**src/rtl/debouncer_multi_pkg.sv**
```systemverilog
// Shared debouncer defaults, reused by the timers block and the debouncer top level.
package debouncer_multi_pkg;

  localparam int unsigned DEBOUNCE_DEPTH_DEFAULT = 5;
  localparam int unsigned LONG_TICKS_DEFAULT     = 200;

endpackage

```
**src/rtl/debounce_channel.sv**
```systemverilog
// One debouncer channel: input synchroniser, tick-sampled shift register, hysteretic level,
// rise/fall pulses and a saturating long-press counter.
module debounce_channel
  import debouncer_multi_pkg::*;
#(
  parameter int unsigned DEPTH       = DEBOUNCE_DEPTH_DEFAULT,
  parameter int unsigned SYNC_STAGES = 2,
  parameter int unsigned LONG_TICKS  = LONG_TICKS_DEFAULT
) (
  input  logic clk,
  input  logic reset,
  input  logic pulse_tick,
  input  logic bouncing,
  output logic debounced,
  output logic rise,
  output logic fall,
  output logic long_press,
  output logic long_held
);

  localparam int unsigned CountW = $clog2(LONG_TICKS + 1);
  localparam logic [CountW-1:0] LongMax = CountW'(LONG_TICKS);

  logic [SYNC_STAGES-1:0] sync_q;
  logic [DEPTH-1:0]       shift_q;
  logic                   level_q, level_d;
  logic                   rise_q, fall_q;
  logic                   press_q, press_d;
  logic                   held_q, held_d;
  logic [CountW-1:0]      count_q, count_d;
  logic                   sync;

  assign sync = sync_q[SYNC_STAGES-1];

  // Mixed sample history holds the previous level.
  always_comb begin
    level_d = level_q;
    if (&shift_q) begin
      level_d = 1'b1;
    end else if (~|shift_q) begin
      level_d = 1'b0;
    end
  end

  // Counting needs level_q high as well, so the tick coinciding with the rise is skipped;
  // clearing follows level_d so held drops together with the fall pulse.
  always_comb begin
    count_d = count_q;
    press_d = 1'b0;
    if (!level_d) begin
      count_d = '0;
    end else if (level_q && pulse_tick && (count_q != LongMax)) begin
      count_d = count_q + CountW'(1);
      press_d = (count_d == LongMax);
    end
    held_d = level_d & (held_q | press_d);
  end

  always_ff @(posedge clk) begin
    if (reset) begin
      sync_q  <= '0;
      shift_q <= '0;
      level_q <= 1'b0;
      rise_q  <= 1'b0;
      fall_q  <= 1'b0;
      count_q <= '0;
      press_q <= 1'b0;
      held_q  <= 1'b0;
    end else begin
      sync_q <= {sync_q[SYNC_STAGES-2:0], bouncing};
      if (pulse_tick) begin
        shift_q <= {shift_q[DEPTH-2:0], sync};
      end
      level_q <= level_d;
      rise_q  <= level_d & ~level_q;
      fall_q  <= ~level_d & level_q;
      count_q <= count_d;
      press_q <= press_d;
      held_q  <= held_d;
    end
  end

  assign debounced  = level_q;
  assign rise       = rise_q;
  assign fall       = fall_q;
  assign long_press = press_q;
  assign long_held  = held_q;

endmodule

```
**src/rtl/debouncer_multi.sv**
```systemverilog
// Multi-channel switch debouncer: independent channels sharing one sample tick strobe.
module debouncer_multi
  import debouncer_multi_pkg::*;
#(
  parameter int unsigned CHANNELS    = 4,
  parameter int unsigned DEPTH       = DEBOUNCE_DEPTH_DEFAULT,
  parameter int unsigned SYNC_STAGES = 2,
  parameter int unsigned LONG_TICKS  = LONG_TICKS_DEFAULT
) (
  input  logic                CLK,
  input  logic                RESET,
  input  logic                PULSE_TICK,
  input  logic [CHANNELS-1:0] BOUNCING,
  output logic [CHANNELS-1:0] DEBOUNCED,
  output logic [CHANNELS-1:0] RISE,
  output logic [CHANNELS-1:0] FALL,
  output logic [CHANNELS-1:0] LONG_PRESS,
  output logic [CHANNELS-1:0] LONG_HELD
);

  for (genvar i = 0; i < CHANNELS; i++) begin : g_chan
    debounce_channel #(
      .DEPTH      (DEPTH),
      .SYNC_STAGES(SYNC_STAGES),
      .LONG_TICKS (LONG_TICKS)
    ) u_chan (
      .clk       (CLK),
      .reset     (RESET),
      .pulse_tick(PULSE_TICK),
      .bouncing  (BOUNCING[i]),
      .debounced (DEBOUNCED[i]),
      .rise      (RISE[i]),
      .fall      (FALL[i]),
      .long_press(LONG_PRESS[i]),
      .long_held (LONG_HELD[i])
    );
  end

endmodule

```
**config.mk**
```make
export PLATFORM = sky130hd
export DESIGN_NAME = debouncer_multi
export DESIGN_NICKNAME = d
export VERILOG_FILES = /design/src/rtl/debouncer_multi_pkg.sv /design/src/rtl/debounce_channel.sv /design/src/rtl/debouncer_multi.sv
export SDC_FILE = /design/constraint.sdc
export NUM_CORES = 1
export LEC_CHECK = 0
export ABC_AREA = 1
export CAP_MARGIN = 0
export CORE_ASPECT_RATIO = 0.7
export CORE_MARGIN = 3
export CORE_UTILIZATION = 63
export DETAILED_ROUTE_END_ITERATION = 8
export DONT_BUFFER_PORTS = 1
export PLACE_DENSITY = 0.79
export SLEW_MARGIN = 20
export SYNTH_ARGS = -nofsm -noshare
export SYNTH_HDL_FRONTEND = slang
export SYNTH_HIERARCHICAL = 1
export SYNTH_SLANG_ARGS = --single-unit
```
**constraint.sdc**
```tcl
create_clock -name CLK -period 1.52 [get_ports CLK]
set_clock_uncertainty 0.1 [all_clocks]
set_input_delay 0.152 -clock CLK [delete_from_list [all_inputs] [get_ports CLK]]
set_output_delay 0.152 -clock CLK [all_outputs]
set_load 0.02 [all_outputs]
```
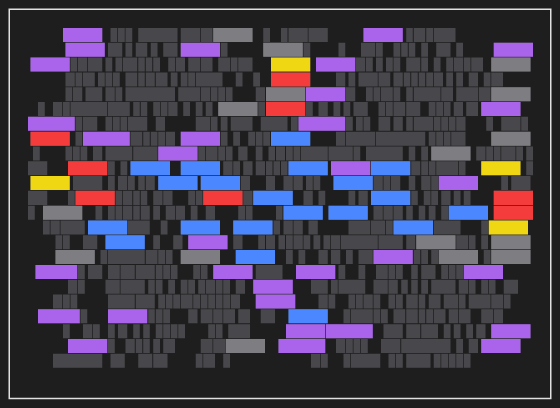
Figure 1: run 1, sequential cells grouped by signal name.
Key: g_chan.u_chan/shift_q = blue [sequential cells 20, where center]; g_chan.u_chan/count_q = purple [sequential cells 32, where spread over the die]; g_chan.u_chan/sync_q = red [sequential cells 8]; g_chan.u_chan/rise = yellow [sequential cells 4]
Another 16 sequential cells are not colored.
P_seq: 2.16 mW
fraction of area in registers: 36.5%

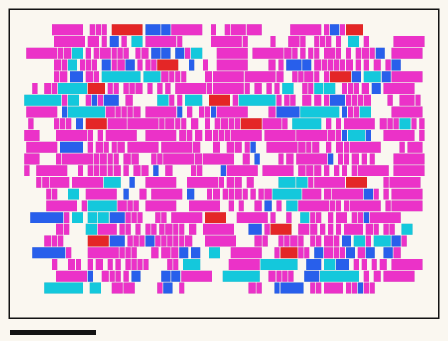
Figure 2: run 1, drive-strength map.
Bar = 20 microns.
Key: drive 6 and up = red [cells 13, share 2.2%]; drive 2 = blue [cells 66, share 11%]; drive 1 or less = magenta [cells 456, share 78%]; drive 3 to 4 = cyan [cells 46, share 7.9%]
cell area after layout: 4450 sq um
bufs w/o clock: 30
Area Growth Syn to Fin: 16.2%
Worst Setup Slack, final: 0.0269 ns

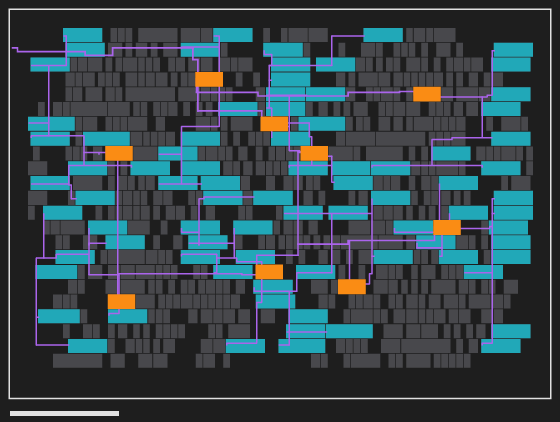
Figure 3: run 1, clock wires, drivers and flops.
Bar = 20 microns.
Key: cells driving clock nets = orange [count 9]; clock wires = purple [length 833 microns]; flip-flops = cyan [count 80]
Position of the flops: spread over the die.

[run 1: layer usage]
layer | up-vias | part of all wire [%] | global-route usage [%]
met5 | - | 0 | 0
met4 | 0 | 1.3 | 6.82
met3 | 14 | 7.4 | 6.32
met2 | 111 | 45 | 36.5
met1 | 1538 | 46 | 32.4
li1 | 1763 | - | -
[run 1: synth_stat cells (all sizes together)]
library cell | number | area, sq um
o21bai | 8 | 105
a21oi | 40 | 200
nand2 | 168 | 721
nand4 | 8 | 50.1
nor3 | 8 | 40.0
inv | 80 | 310
dfxtp | 80 | 1600
nor2 | 80 | 340
nand3b | 4 | 30.0
nand3 | 24 | 160
o21ai | 24 | 120
ha | 12 | 150
[run 1: worst paths after layout]
check / from / to / cells after the start / slack, ns
worst max-delay path: g_chan[1].u_chan/count_q[0] / g_chan[1].u_chan/long_held / 9 / 0.03
worst max register to register: g_chan[1].u_chan/count_q[0] / g_chan[1].u_chan/long_held / 9 / 0.03
worst min-delay path: PULSE_TICK / g_chan[2].u_chan/count_q[0] / 5 / 0.08
worst min register to register: g_chan[2].u_chan/sync_q[0] / g_chan[2].u_chan/sync_q[1] / 2 / 0.30
[run 1: through the flow]
step | setup slack [ns] | hold slack [ns] | setup TNS, ns | instances | util (%)
2_1_floorplan | 0.130 | 0.123 | 0 | 536 | -
3_3_place_gp | 0.0521 | 0.126 | 0 | 625 | 69.3
3_5_place_dp | -0.0383 | 0.130 | -0.105 | 625 | 69.3
4_1_cts | 0.00372 | 0.0663 | 0 | 651 | 73.9
5_1_grt | -0.0444 | 0.0871 | -0.362 | 656 | 76.5
6_report | 0.0269 | 0.0777 | 0 | 656 | 76.5
==> results_slide.txt, run 1 <==
Physical Implementation Snapshot

Critical path
  • Worst EP required: 1.66 ns
  • Critical-path cell list: inv_2 -> ha_2 -> nand3_2 -> o21bai_4 -> inv_4 -> nand2_4 -> nor2_2 -> nand2_2 -> nand2_2
  • Worst setup SP type: flip-flop
  • Crit path DAT: around 1.6 ns
  • Slowest-stage cell, CP: dfxtp_4
  • CP dominant cell by count: nand2_2
  • Worst path max stage delay: between 0.3 and 0.4 ns
  • Critical Path Sink Type: flip-flop
  • Critical path type: flip-flop to flip-flop
  • Worst path buffer plus inverter count: 2

Finish
  • Top Registers: g_chan.u_chan/count_q x32, g_chan.u_chan/shift_q x20, g_chan.u_chan/sync_q x8
  • Share of layout cells above drive strength 1: 21.5%
  • Most flops, register: g_chan.u_chan/count_q
  • Count of flip-flops and latches: 80
  • # nets final: 596
  • Layout clock buffers: 9
  • Mi-comb count: 376
  • Logic area: a little under 2000 sq um
  • Top Layout Cells: nand2_1 (148), dfxtp_1 (73), nor2_1 (64)
  • Commonest Layout Cell: nand2_1
  • Antenna Cells: 0
  • Top cell category: logic gates

Placement
  • Port bufs: 0
  • HPWL after DPL: 5.32 mm
  • GP Congestion: between 0.9 and 1
  • Placed cell area: 4030 sq um

Synth
  • Yosys cell count: between 500 and 600
  • Post-Syn Instances: approximately 540
  • Dominant combinational family: simple AND/OR/NAND/NOR gates
  • Compound-gate portion of the synthesized area: between 10% and 20%
  • XORs/XNORs by Area: 0%
  • Simple-gate area share of the yosys netlist: 35.0%
  • Yosys stat chip area: between 3000 and 4000 sq um
  • MUX area fraction: 0%

CTS
  • CTS Buf Count: 9
  • Post CTS Setup Buffer Count: 3
  • Clk pin slew, worst setup/hold paths: ~0.070 ns
  • CTS Buffer Depth: 2
  • CTS H-tree lvls: 3
  • Clk latency late pin: 0.35 ns
  • CTS tree: built

Routing
  • Routed WL per cell: 12.3 microns
  • Via Count: 3426
  • Iter 0 DRT Violations: 174
  • DR vias/cell: 5.22

Final timing
  • Slew margin rel.: between 50 and 60%
  • Worst-Margin Slew: 0.745 ns
  • RSZ-0062 raised after global routing: true
  • FMAX: 0.670 GHz
  • Final slew viol count: 0

Run status
  • Status: finished, final reports clean

Floorplan
  • Fp_density: 65.9%
  • Site Rows: 23
  • Core region area: 5810 sq um
  • Die W: 99.2 microns

Pwr
  • Switching share of power: 23.0%
  • Psw: 0.823 mW
  • Logic power comb: 0.124 mW
  • Top power group: sequential cells
  • Total power draw: between 3 and 4 mW
  • Power per standard cell area: 803 nW/um^2
  • Leakage: 1.93 nW
  • Worst vdd ir: 0.639 mV
  • Comb power frac: 3.5%

GRT
  • Total GRT Usage: approximately a quarter
  • First-pass GRT wire length: 13.4 mm
  • Grt ovf: 0
  • Initial antenna violation count: 0
  • Number of global-route vias before repair: 3043

Flow run
  • Max Cap Viol: 0
## Run 2: what changed since run 1
--- a/config.mk
+++ b/config.mk
@@ -13,6 +13,7 @@
 export DETAILED_ROUTE_END_ITERATION = 8
 export DONT_BUFFER_PORTS = 1
 export PLACE_DENSITY = 0.79
+export SKIP_LAST_GASP = 1
 export SLEW_MARGIN = 20
 export SYNTH_ARGS = -nofsm -noshare
 export SYNTH_HDL_FRONTEND = slang
==> results_slide.txt, run 2 <==
Physical Implementation Snapshot

Finish
  • # nets final: 596
  • Most flops, register: g_chan.u_chan/count_q
  • Antenna Cells: 0
  • Top Registers: g_chan.u_chan/count_q x32, g_chan.u_chan/shift_q x20, g_chan.u_chan/sync_q x8
  • Top Layout Cells: nand2_1 (148), dfxtp_1 (73), nor2_1 (64)
  • Cell area after layout: around 4400 sq um
  • Core Util, Final: between 70% and 80%
  • Commonest Layout Cell: nand2_1
  • Area Growth Syn to Fin: 16.1%
  • Share of layout cells above drive strength 1: 21.3%

Floorplan
  • Fp_density: 65.9%
  • Core region area: between 5000 and 6000 sq um
  • Die Height: 71.2 microns
  • Site Rows: 23
  • Die W: 99.2 microns

Routing
  • Drt pass-1 iters: 5
  • Routed WL: 8.02 mm
  • Via Count: 3411
  • Routed WL per cell: 12.2 microns
  • DR vias/cell: 5.20
  • Iter 0 DRT Violations: 167

GRT
  • First-pass GRT wire length: 13.4 mm
  • Number of global-route vias before repair: just over 3000
  • Grt ovf: 0
  • Total GRT Usage: 23.5%
  • Initial antenna violation count: 0

Flow run
  • Max Cap Viol: 0

Synth
  • Syn Nets: 555
  • Ys flop type: dfxtp_1
  • Synth top area share: between 40% and 50%
  • MUX area fraction: 0%
  • Post-Syn Instances: about 540
  • Syn. warnings: 6
  • Post-synth top cells: nand2_1 (148), dfxtp_1 (80), nor2_1 (64)
  • Dominant combinational family: simple AND/OR/NAND/NOR gates
  • Yosys adder share: 3.92%
  • Top cell type by total area after synthesis: dfxtp_1
  • FFs w/ async S/R, synth: 0%
  • Top post-synthesis cells by area: dfxtp_1 (42%), nand2_1 (15%), nor2_1 (6.3%), inv_1 (5.9%), a21oi_1 (5.2%)
  • Yosys stat chip area: between 3000 and 4000 sq um
  • Compound-gate portion of the synthesized area: ~11%
  • Yosys cell count: 536
  • Post-synth EDFFs: 0
  • Count leader, synth: nand2_1
  • Simple-gate area share of the yosys netlist: 35.0%
  • XORs/XNORs by Area: 0%

Critical path
  • Critical Path Sink Type: flip-flop
  • Worst Reg-to-Reg Cells: 9
  • Worst setup SP type: flip-flop
  • Crit path DAT: 1.63 ns
  • Worst EP required: around 1.7 ns
  • Critical path type: flip-flop to flip-flop

Final timing
  • RSZ-0062 raised after global routing: true
  • Setup TNS: 0 ns
  • Slew margin rel.: 51.4%
  • FMAX: 0.672 GHz
  • Final slew viol count: 0
  • Fin. Hold Viols: 0
  • WHS: 0.0819 ns
  • Worst-Margin Slew: between 0.7 and 0.8 ns

Pwr
  • P_seq: 2.16 mW
  • Worst vdd ir: 0.637 mV
  • Logic power comb: 0.124 mW
  • Psw: 0.827 mW
  • Top power group: sequential cells
  • Power per standard cell area: a little over 800 nW/um^2
  • Leakage: 1.93 nW
  • Comb power frac: approximately 3.5%
  • Switching share of power: 23.1%
  • Total power draw: 3.58 mW

CTS
  • Post CTS Setup Buffer Count: 3
  • PostCTS Resize Cnt: 4
  • CTS H-tree lvls: 3
  • Clk pin slew, worst setup/hold paths: 0.07 ns
  • CTS Root Cell: clkbuf_8
  • CTS tree: built
  • CTS Buffer Depth: 2

Hold path
  • Hold path depth: 5

Placement
  • Placed cell area: 4030 sq um
  • Port bufs: 0
  • GP Congestion: 0.954
  • HPWL after DPL: 5.32 mm

Run status
  • Status: finished, final reports clean
-- run 2: cells by family (layout without fill, tap and decap cells) --
kind of cell    Yosys count  in the layout
buf+inv                  80            125
fa+ha+maj                12             12
simple gates            292            292
flops                    80             80
compound gates           72             72
-- run 2: routing by layer --
metal,part of all wire [%],vias to the layer above,wire [microns],GRT usage [%]
li1,-,1768,-,-
met1,47,1504,3780,32.4
met2,45,126,3580,36.5
met3,7.1,13,567,6.32
met4,1.3,0,104,6.82
met5,0,-,0,0
-- run 2: layout make-up --
class | instances | area [sq um] | share of cell area [%]
inverter | 80 | 310 | 6.98
sequential | 80 | 1620 | 36.5
clock buffer | 9 | 124 | 2.79
tap | 75 | 93.8 | 2.11
multi-input combinational | 376 | 1980 | 44.6
timing repair buffer | 30 | 274 | 6.17
clock inverter | 6 | 37.5 | 0.845
-- run 2: worst max-delay path, stage by stage (launching register included) --
cell and delay, ns:
dfxtp_4 0.37, inv_2 0.06, ha_2 0.19, nand3_2 0.12, o21bai_4 0.23, inv_4 0.09
nand2_4 0.08, nor2_2 0.04, nand2_2 0.06, nand2_2 0.04
-- run 2: stage by stage --
step / worst slack (ns) / cells
after floorplan: 0.130 / 536
after global placement: 0.0521 / 625
after detailed placement: -0.0383 / 625
after CTS: 0.00372 / 651
after global routing: -0.0531 / 656
final: 0.0310 / 656
-- run 2: worst paths after layout --
kind | start | to | slack [ns]
min | PULSE_TICK | g_chan[2].u_chan/count_q[0] | 0.08
min reg2reg | g_chan[2].u_chan/sync_q[0] | g_chan[2].u_chan/sync_q[1] | 0.30
max | g_chan[1].u_chan/count_q[0] | g_chan[1].u_chan/long_held | 0.03
max reg2reg | g_chan[1].u_chan/count_q[0] | g_chan[1].u_chan/long_held | 0.03
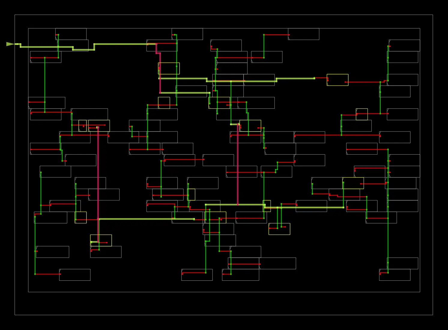
Figure 4: run 2, the clock network.
clk latency late pin: 0.35 ns
CTS Buf Count: 9
count of flip-flops and latches: 80
Clock Sinks: 80
Layout clock buffers: 9

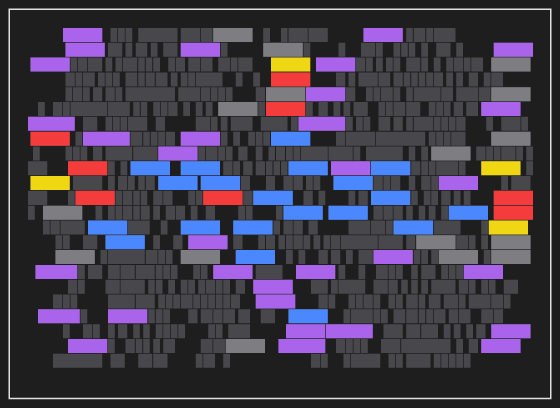
Figure 5: run 2, sequential cells grouped by signal name.
Key: g_chan.u_chan/count_q = purple [sequential cells 32, where spread over the die]; g_chan.u_chan/shift_q = blue [sequential cells 20, where center]; g_chan.u_chan/rise = yellow [sequential cells 4]; g_chan.u_chan/sync_q = red [sequential cells 8]

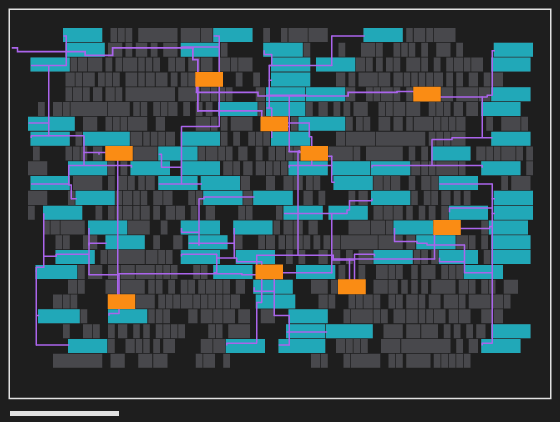
Figure 6: run 2, clock wires, drivers and flops.
Bar = 20 microns.
Key: cells driving clock nets = orange [count 9]; clock wires = purple [length 850 microns]; flip-flops = cyan [count 80]
There are 10 routed clock nets. Position of the flops: spread over the die.
clock share of power: 36.3%
P_clk: 1.30 mW

Power figures rest on the tool's default switching activity, not on a simulated workload.
